### config.mk
export PLATFORM = sky130hd
export DESIGN_NAME = mul_arbiter
export DESIGN_NICKNAME = d
export VERILOG_FILES = /design/src/rtl/ntt_pkg.sv /design/src/rtl/mod_multiplier.sv /design/src/rtl/mul_arbiter.sv
export SDC_FILE = /design/constraint.sdc
export NUM_CORES = 1
export LEC_CHECK = 0
export CAP_MARGIN = 10
export CORE_UTILIZATION = 46
export CTS_BUF_LIST = sky130_fd_sc_hd__clkbuf_8
export CTS_CLUSTER_SIZE = 25
export DETAILED_ROUTE_END_ITERATION = 7
export PLACE_DENSITY = 0.74
export SYNTH_ARGS = -nofsm -noshare
export SYNTH_HDL_FRONTEND = slang
export SYNTH_SLANG_ARGS = --single-unit
### constraint.sdc
create_clock -name clk -period 31.9 [get_ports clk]
set_clock_uncertainty 0.15 [all_clocks]
set_input_delay 4.785 -clock clk [delete_from_list [all_inputs] [get_ports clk]]
set_output_delay 4.785 -clock clk [all_outputs]
set_load 0.1 [all_outputs]
### src/rtl/ntt_pkg.sv
// rtl/ntt_pkg.sv - shared modulus, coefficient and requester-id types
//
// Purpose : constants and types shared by mod_multiplier and mul_arbiter.
// Ports   : none (package).
//   Q          modulus 3329
//   COEF_W     coefficient width (12)
//   ID_W       requester index width (3, covers up to 8 requesters)
//   coef_t     12-bit coefficient
//   BARRETT_*  reduction constants used by mod_multiplier

package ntt_pkg;

    localparam int Q      = 3329;
    localparam int COEF_W = 12;
    localparam int ID_W   = 3;

    typedef logic [COEF_W-1:0] coef_t;
    typedef logic [ID_W-1:0]   id_t;

    // m = floor(2^k / Q); with k = 24 the estimate covers every 12x12 product.
    localparam int BARRETT_K = 24;
    localparam int BARRETT_M = 5039;

    function automatic logic coef_in_range(input coef_t v);
        return v < COEF_W'(Q);
    endfunction

endpackage

### src/rtl/mod_multiplier.sv
// rtl/mod_multiplier.sv - combinational (a*b) mod 3329 using Barrett reduction
//
// Purpose : modular product of two 12-bit coefficients.
// Ports   :
//   a  in   12  operand A (any 12-bit value)
//   b  in   12  operand B (any 12-bit value)
//   y  out  12  (a*b) mod Q, always 0..Q-1

module mod_multiplier
    import ntt_pkg::*;
(
    input  logic [COEF_W-1:0] a,
    input  logic [COEF_W-1:0] b,
    output logic [COEF_W-1:0] y
);

    localparam logic [13:0] Q14 = 14'(Q);

    logic [23:0] prod;
    logic [12:0] q_est;
    logic [23:0] q_times;
    logic [13:0] r0;
    logic [13:0] r1;
    logic [13:0] r2;

    assign prod = {12'b0, a} * {12'b0, b};

    // The quotient estimate is low by at most 2, so the remainder is below 3Q
    // and two conditional subtractions finish the reduction.
    assign q_est   = 13'((37'(prod) * 37'(BARRETT_M)) >> BARRETT_K);
    assign q_times = {11'b0, q_est} * 24'(Q);
    assign r0      = 14'(prod - q_times);
    assign r1      = (r0 >= Q14) ? (r0 - Q14) : r0;
    assign r2      = (r1 >= Q14) ? (r1 - Q14) : r1;
    assign y       = 12'(r2);

endmodule

### src/rtl/mul_arbiter.sv
// rtl/mul_arbiter.sv - round-robin arbiter sharing one modular multiplier
//
// Purpose : NUM_REQ requesters offer operand pairs; one is granted per cycle
//           in round-robin order, its product mod Q is registered with the
//           requester index.
// Build   : define MUL_ARB_RANGE_CHECK_EN to flag operands >= Q (res_err=1,
//           res_y=0); otherwise res_err is tied 0.
// Ports   :
//   clk        in   1             rising-edge clock
//   rst        in   1             asynchronous active-high reset
//   req_valid  in   NUM_REQ       per-requester operand pair valid
//   req_ready  out  NUM_REQ       per-requester grant, one-hot or zero
//   req_a      in   12*NUM_REQ    packed operand A, requester i at [12i+11:12i]
//   req_b      in   12*NUM_REQ    packed operand B, same packing
//   res_valid  out  1             result register holds a product
//   res_ready  in   1             downstream consumes the result
//   res_y      out  12            registered (a*b) mod Q
//   res_id     out  3             requester that produced res_y
//   res_err    out  1             operand range error

module mul_arbiter
    import ntt_pkg::*;
#(
    parameter int NUM_REQ = 4
) (
    input  logic                      clk,
    input  logic                      rst,
    input  logic [NUM_REQ-1:0]        req_valid,
    output logic [NUM_REQ-1:0]        req_ready,
    input  logic [COEF_W*NUM_REQ-1:0] req_a,
    input  logic [COEF_W*NUM_REQ-1:0] req_b,
    output logic                      res_valid,
    input  logic                      res_ready,
    output logic [COEF_W-1:0]         res_y,
    output logic [ID_W-1:0]           res_id,
    output logic                      res_err
);

    logic [ID_W-1:0]   ptr;
    logic [ID_W-1:0]   ptr_next;
    logic              can_accept;
    logic              grant_found;
    logic [ID_W-1:0]   grant_id;
    logic              fire;
    logic [COEF_W-1:0] a_sel;
    logic [COEF_W-1:0] b_sel;
    logic [COEF_W-1:0] mul_y;
    logic [COEF_W-1:0] y_next;

    assign can_accept = !res_valid || res_ready;

    // Round-robin as two priority searches: lowest valid index at or above ptr
    // wins; failing that, the lowest valid index overall (the wrap-around).
    // Scanning downward lets the last overwrite be the lowest index.
    always_comb begin
        logic          hi_found;
        logic [ID_W-1:0] hi_id;
        logic [ID_W-1:0] lo_id;
        hi_found    = 1'b0;
        hi_id       = '0;
        lo_id       = '0;
        grant_found = 1'b0;
        for (int i = NUM_REQ - 1; i >= 0; i--) begin
            if (req_valid[i]) begin
                grant_found = 1'b1;
                lo_id       = ID_W'(i);
                if (i >= int'(ptr)) begin
                    hi_found = 1'b1;
                    hi_id    = ID_W'(i);
                end
            end
        end
        grant_id = hi_found ? hi_id : lo_id;
    end

    assign fire = grant_found && can_accept && !rst;

    always_comb begin
        req_ready = '0;
        a_sel     = '0;
        b_sel     = '0;
        for (int i = 0; i < NUM_REQ; i++) begin
            if (grant_id == ID_W'(i)) begin
                req_ready[i] = fire;
                a_sel        = req_a[COEF_W*i +: COEF_W];
                b_sel        = req_b[COEF_W*i +: COEF_W];
            end
        end
    end

    assign ptr_next = (grant_id == ID_W'(NUM_REQ - 1)) ? '0 : grant_id + ID_W'(1);

    mod_multiplier u_mod_multiplier (
        .a (a_sel),
        .b (b_sel),
        .y (mul_y)
    );

`ifdef MUL_ARB_RANGE_CHECK_EN
    logic range_bad;

    assign range_bad = !coef_in_range(a_sel) || !coef_in_range(b_sel);
    assign y_next    = range_bad ? '0 : mul_y;

    always_ff @(posedge clk or posedge rst) begin
        if (rst) begin
            res_err <= 1'b0;
        end else if (fire) begin
            res_err <= range_bad;
        end
    end
`else
    assign y_next  = mul_y;
    assign res_err = 1'b0;
`endif

    // A new transfer overwrites the result even while it is being consumed,
    // keeping one result per cycle under continuous res_ready.
    always_ff @(posedge clk or posedge rst) begin
        if (rst) begin
            res_valid <= 1'b0;
            res_y     <= '0;
            res_id    <= '0;
            ptr       <= '0;
        end else if (fire) begin
            res_valid <= 1'b1;
            res_y     <= y_next;
            res_id    <= grant_id;
            ptr       <= ptr_next;
        end else if (res_ready) begin
            res_valid <= 1'b0;
        end
    end

endmodule

Fig. 1: run 1, signal wires on met1
Scale bar: 50 um. Supply wires on this layer in gray.
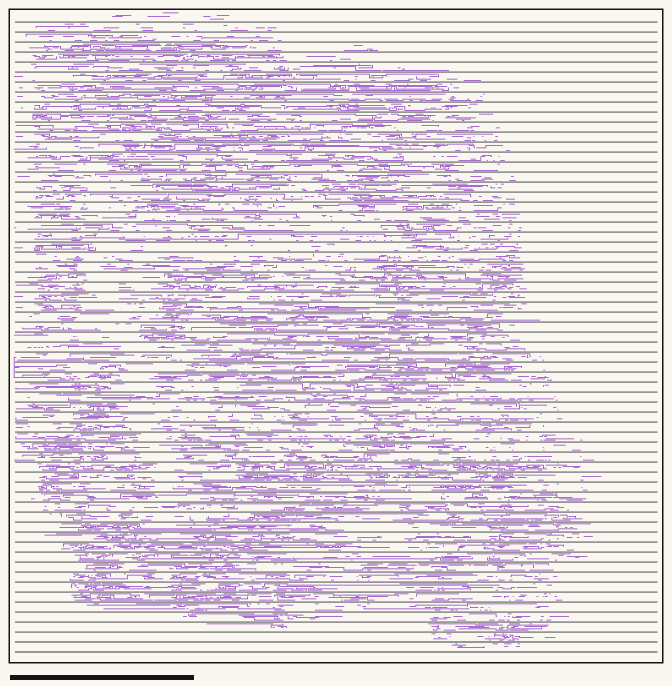
wire length on this layer: 15300 um
nets with wire on the layer: 2195
longest straight run: 58.0 um
share of all routed wire: 46%

Fig. 2: run 1, the metal 2 layer
Cells faint in the background.
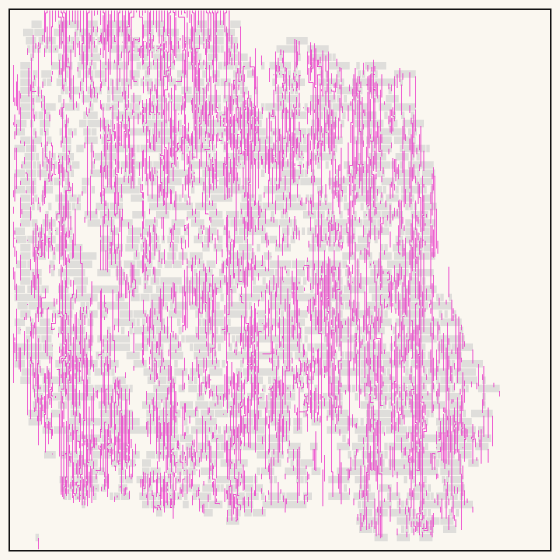
share of all routed wire: 48%
nets with wire on the layer: 2030
longest straight run: 48.3 um
main direction: vertical
vias post-DR: 11570
GR Layer Usage met2: 36.85%
drt total wl: 33270 um

Fig. 3: run 1, the metal 3 layer
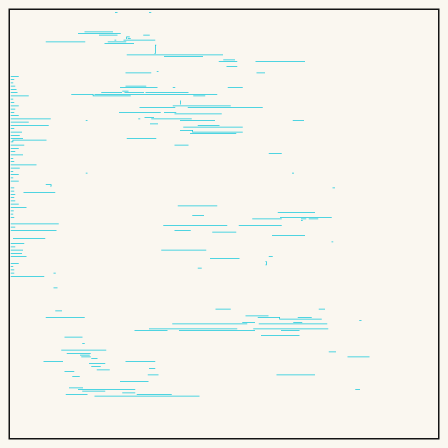
wire length on this layer: 1570 um
main direction: horizontal
GRT met3 Usage: 1.371%

Fig. 4: run 1, the metal 4 layer
Scale bar: 50 um. Supply wires on this layer in gray.
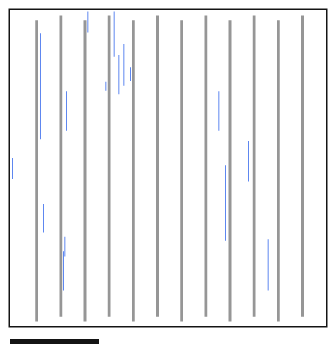
share of all routed wire: 1.1%
nets with wire on the layer: 16

[run 1: flip-flops by register name (all words and copies together), names as in the netlist]
name	flops
res_valid	1
res_id	2
ptr	2
res_y	12
[run 1: area by class of cell]
class                           count  area, sq um
Timing Repair Buffer              137         1331
Sequential cell                    17        425.4
Tap cell                          390        488.0
Fill cell                        2847        14150
Inverter                          398         1499
Multi-Input combinational cell   1247        12010
Clock inverter                      1        3.754
Clock buffer                        3        41.29
[run 1: cell usage after synthesis, types with 6 or more instances]
master	number
a21oi_1	99
o21bai_1	6
nand4_1	7
nand2_1	168
inv_1	397
ha_1	224
nand3_1	20
clkbuf_1	34
xor2_1	25
nand2b_1	12
a21o_1	33
fa_1	227
buf_1	6
and2_1	29
o21ai_0	40
dfrtp_1	17
xnor2_1	59
o21a_1	14
mux2i_1	6
a31oi_1	17
nor3_1	11
mux2_2	7
nor2_1	138
[run 1: logic make-up (layout without fill, tap and decap cells)]
group                      Yosys count  after routing
adders and majority gates          452            452
buffers and inverters              448            539
and+or+nand+nor                    421            421
AOI/OAI and AO/OA                  269            269
xor gates and xnor gates            90             90
DFF                                 17             17
muxes                               13             13
other                                1              2
[run 1: metrics by stage]
stage / utilization [%] / instance area (sq um)
after floorplan: - / 14160
after CTS: 52.75 / 15800
after global placement: 52.60 / 15760
after global routing: 52.75 / 15800
final: 52.75 / 15800
after detailed placement: 52.60 / 15760
==> impl_metrics.env, run 1 <==
# physical design summary
export IMPL_cts_tree="yes"
export IMPL_hold_path_class="reg2reg"
export IMPL_status="completed"
export IMPL_antenna_left=0
export IMPL_xor_area_share_pct=6.083
export IMPL_path_class="in2reg"
export IMPL_path_delay_family="adder cells"
export IMPL_first_pass_iters=5
export IMPL_worst_path_buf_inv=11
export IMPL_synth_adder_area_share_pct=51.98
export IMPL_cts_max_level=1
export IMPL_crit_path_end="res_y[8]$_DFFE_PP0P_"
export IMPL_rrSetupSlack_ns=12.27
export IMPL_placed_cells=2189
export IMPL_clk_path_buf_depth=2
export IMPL_synthDistinctLibCells=80
export IMPL_r2r_start="ptr[1]$_DFFE_PP0P_"
export IMPL_synth_async_reset_ratio_pct=100.0
export IMPL_chip_area_sq_um=31470
export IMPL_grtUsageTotal_pct=21.73
export IMPL_worst_slack_ns=7.761
export IMPL_initCoreUtil_pct=47.25
export IMPL_met1_usage_pct=31.11
export IMPL_grt_pass1_vias=11650
export IMPL_critPathRequiredTime_ns=31.87
export IMPL_wl_met3_um=1565
export IMPL_synth_edff_count=0
export IMPL_critical_path_max_stage_delay_ns=0.66
export IMPL_synth_top_flop_cell="dfrtp_1"
export IMPL_top_area_share_pct=32.11
export IMPL_min_from="res_y[5]$_DFFE_PP0P_"
export IMPL_wire_per_inst_um=15.17
export IMPL_yosysTopAreaCell="fa_1"
export IMPL_synth_seq_share_pct=3.006
export IMPL_slew_viol_final=0
export IMPL_synth_cell_area_sq_um=14150
export IMPL_avgSynthCellArea_sq_um=8.271
export IMPL_die_h_um=177.4
export IMPL_place_gp_congestion=0.9192
export IMPL_crit_fanout=25
export IMPL_wl_met1_um=15290
export IMPL_place_ws_ns=7.546
export IMPL_reg2reg_depth=77
export IMPL_cts_root_buf="clkbuf_8"
export IMPL_cts_inserted_buffers=3
export IMPL_finalClockPeriodUsage_pct=75.67
export IMPL_core_area_sq_um=29950
export IMPL_whs_ns=0.3336
export IMPL_drive_gt1_share_pct=2.940
export IMPL_ys_cells=1711
export IMPL_path_depth=78
export IMPL_rows=63
export IMPL_max_freq_ghz=0.04143
export IMPL_fin_crit_ns=24.14
export IMPL_area_leaders="fa_1, ha_1, inv_1"
export IMPL_path_clk_slew_ns=0.06
export IMPL_worstMarginPinSlew_ns=1.144
export IMPL_lay_top_count="inv_1"
export IMPL_logic_family="adder cells"
export IMPL_crit_start="req_valid[0]"
export IMPL_top_usage_layer="met2"
export IMPL_final_setup_tns_ns=0
export IMPL_rsz0062_at_grt="no"
export IMPL_antenna_cells=0
export IMPL_slew_headroom_pct=23.18
export IMPL_clkSinkCount=17
Fig. 5: run 1, routing congestion
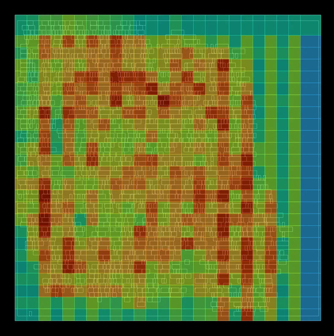

--- run 2 (diff from run 1) ---
clock period = 23.4 ns   (was 31.9 ns; I/O delays follow)
Fig. 6: run 2, routing congestion
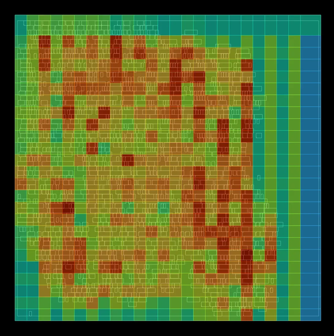
GR Layer Usage met2: 37.76%
GRT Max-Usage Layer: met2
WL/cell: 15.35 um

==> impl_metrics.env, run 2 <==
# physical design summary
export IMPL_synthDistinctLibCells=80
export IMPL_layout_nets=2365
export IMPL_rsz0062_at_grt="no"
export IMPL_hold_path_class="reg2reg"
export IMPL_chip_area_sq_um=31470
export IMPL_max_freq_ghz=0.04487
export IMPL_worst_path_buf_inv=11
export IMPL_grt_pass1_vias=11990
export IMPL_final_comb_area_sq_um=12040
export IMPL_finalHoldViolCount=0
export IMPL_antenna_cells=0
export IMPL_top_cell="inv_1"
export IMPL_drive_gt1_share_pct=3.536
export IMPL_finalClockPeriodUsage_pct=95.24
export IMPL_critPathRequiredTime_ns=23.38
export IMPL_crit_fanout=49
export IMPL_synth_top_flop_cell="dfrtp_1"
export IMPL_initCoreUtil_pct=47.25
export IMPL_worst_slack_ns=1.113
export IMPL_place_ws_ns=0.4708
export IMPL_yosysTopAreaCell="fa_1"
export IMPL_grtUsageTotal_pct=22.10
export IMPL_hold_buffers=0
export IMPL_die_h_um=177.4
export IMPL_rows=63
export IMPL_route_detailed_drc=0
export IMPL_clkSinkCount=17
export IMPL_finish_utilization_pct=53.01
export IMPL_status="completed"
export IMPL_path_delay_family="adder cells"
export IMPL_area_leaders="fa_1, ha_1, inv_1"
export IMPL_maxCapViolCount=0
export IMPL_place_gp_congestion=0.9396
export IMPL_antenna_left=0
export IMPL_avgSynthCellArea_sq_um=8.271
export IMPL_lay_top_count="inv_1"
export IMPL_largest_register="res_y"
export IMPL_worstMarginPinSlew_ns=1.056
export IMPL_reg_largest_list="res_y (12), ptr (2), res_id (2)"
export IMPL_fin_crit_ns=22.29
export IMPL_finish_instance_area_sq_um=15880
export IMPL_core_area_sq_um=29950
export IMPL_ys_cells=1711
export IMPL_cts_max_level=1
export IMPL_synth_async_reset_ratio_pct=100.0
export IMPL_fillers=2779
export IMPL_slew_headroom_pct=29.12
export IMPL_seq_area_sq_um=425.4
export IMPL_final_setup_tns_ns=0
export IMPL_path_clk_slew_ns=0.06
export IMPL_top_area_share_pct=32.11
export IMPL_cts_inserted_buffers=3
export IMPL_synth_edff_count=0
export IMPL_path_class="in2reg"
export IMPL_placed_cells=2194
export IMPL_slew_viol_final=0
export IMPL_antenna_found_initial=0
export IMPL_placed_cell_area_sq_um=15790
export IMPL_whs_ns=0.3336
export IMPL_synthCells=1711
export IMPL_endpoint_kind="register"
export IMPL_critical_path_max_stage_delay_ns=0.64
export IMPL_cts_root_buf="clkbuf_8"
export IMPL_first_pass_iters=5
export IMPL_synth_cell_area_sq_um=14150
export IMPL_synth_seq_share_pct=3.006
export IMPL_cts_tree="yes"
export IMPL_largest_reg_flops=12
export IMPL_top_cells_by_count="inv_1, fa_1, ha_1"
export IMPL_clk_path_buf_depth=2
Fig. 7: run 2, the metal 2 layer
Cells faint in the background.
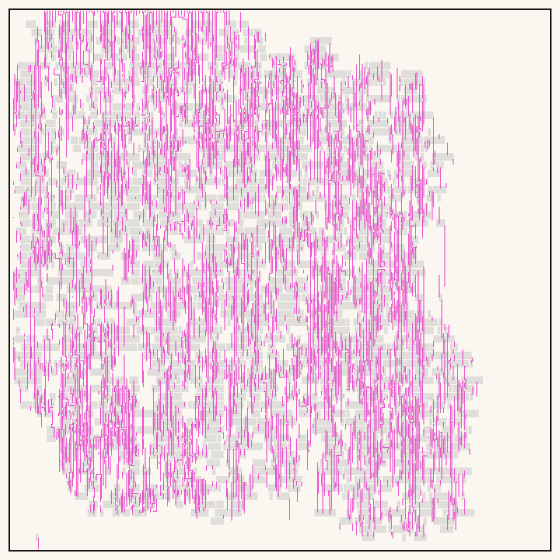
nets with wire on the layer: 2002
share of all routed wire: 48%
wire length on this layer: 16400 um
longest straight run: 69.7 um
vias post-DR: 11650
drt total wl: 33770 um

[run 2: logic make-up after synthesis]
kind of cell               synth area share, %
adders and majority gates                51.98
buffers and inverters                    12.17
and+or+nand+nor                          13.38
AOI/OAI and AO/OA                        12.38
xor gates and xnor gates                 6.083
DFF                                      3.006
muxes                                   0.9814
other                                  0.02650
[run 2: path summary, 6_finish.rpt]
check                                            from  slack [ns]  depth (start not counted)                    end
worst max register to register     ptr[1]$_DFFE_PP0P_        4.45                         68   res_y[8]$_DFFE_PP0P_
min in group asynchronous                         rst        3.49                          2  res_valid$_DFFE_PP0P_
worst min-delay path            res_id[1]$_DFFE_PP0P_        0.33                          2  res_id[1]$_DFFE_PP0P_
worst max-delay path                     req_valid[0]        1.11                         69   res_y[8]$_DFFE_PP0P_
worst min register to register  res_id[1]$_DFFE_PP0P_        0.33                          2  res_id[1]$_DFFE_PP0P_
max in group asynchronous                         rst       19.19                          2     ptr[1]$_DFFE_PP0P_
[run 2: worst min-delay path: stages, from the launching register on]
cell and delay [ns]:
dfrtp_1 0.35, nand2_1 0.05, o21ai_0 0.06
[run 2: routing by layer]
layer	share of wire (%)	global-route usage, %	vias to the layer above
met4	1.4	3.632	0
met2	48	37.76	300
met5	0	0	-
met1	45	30.70	5712
met3	4.7	2.035	43
li1	-	-	5592
[run 2: timing repair]
item                       4_1_cts  5_1_grt
buffers inserted                 0        2
setup endpoints to repair        0       10
gates resized                    0        5
[run 2: layout make-up]
cell class                 count  share of cell area [%]
multi-input combinational   1247                   75.81
timing repair buffer         144                   8.715
sequential                    17                   2.679
clock inverter                 1                 0.02364
inverter                     398                   9.440
clock buffer                   3                  0.2600
tap                          390                   3.073
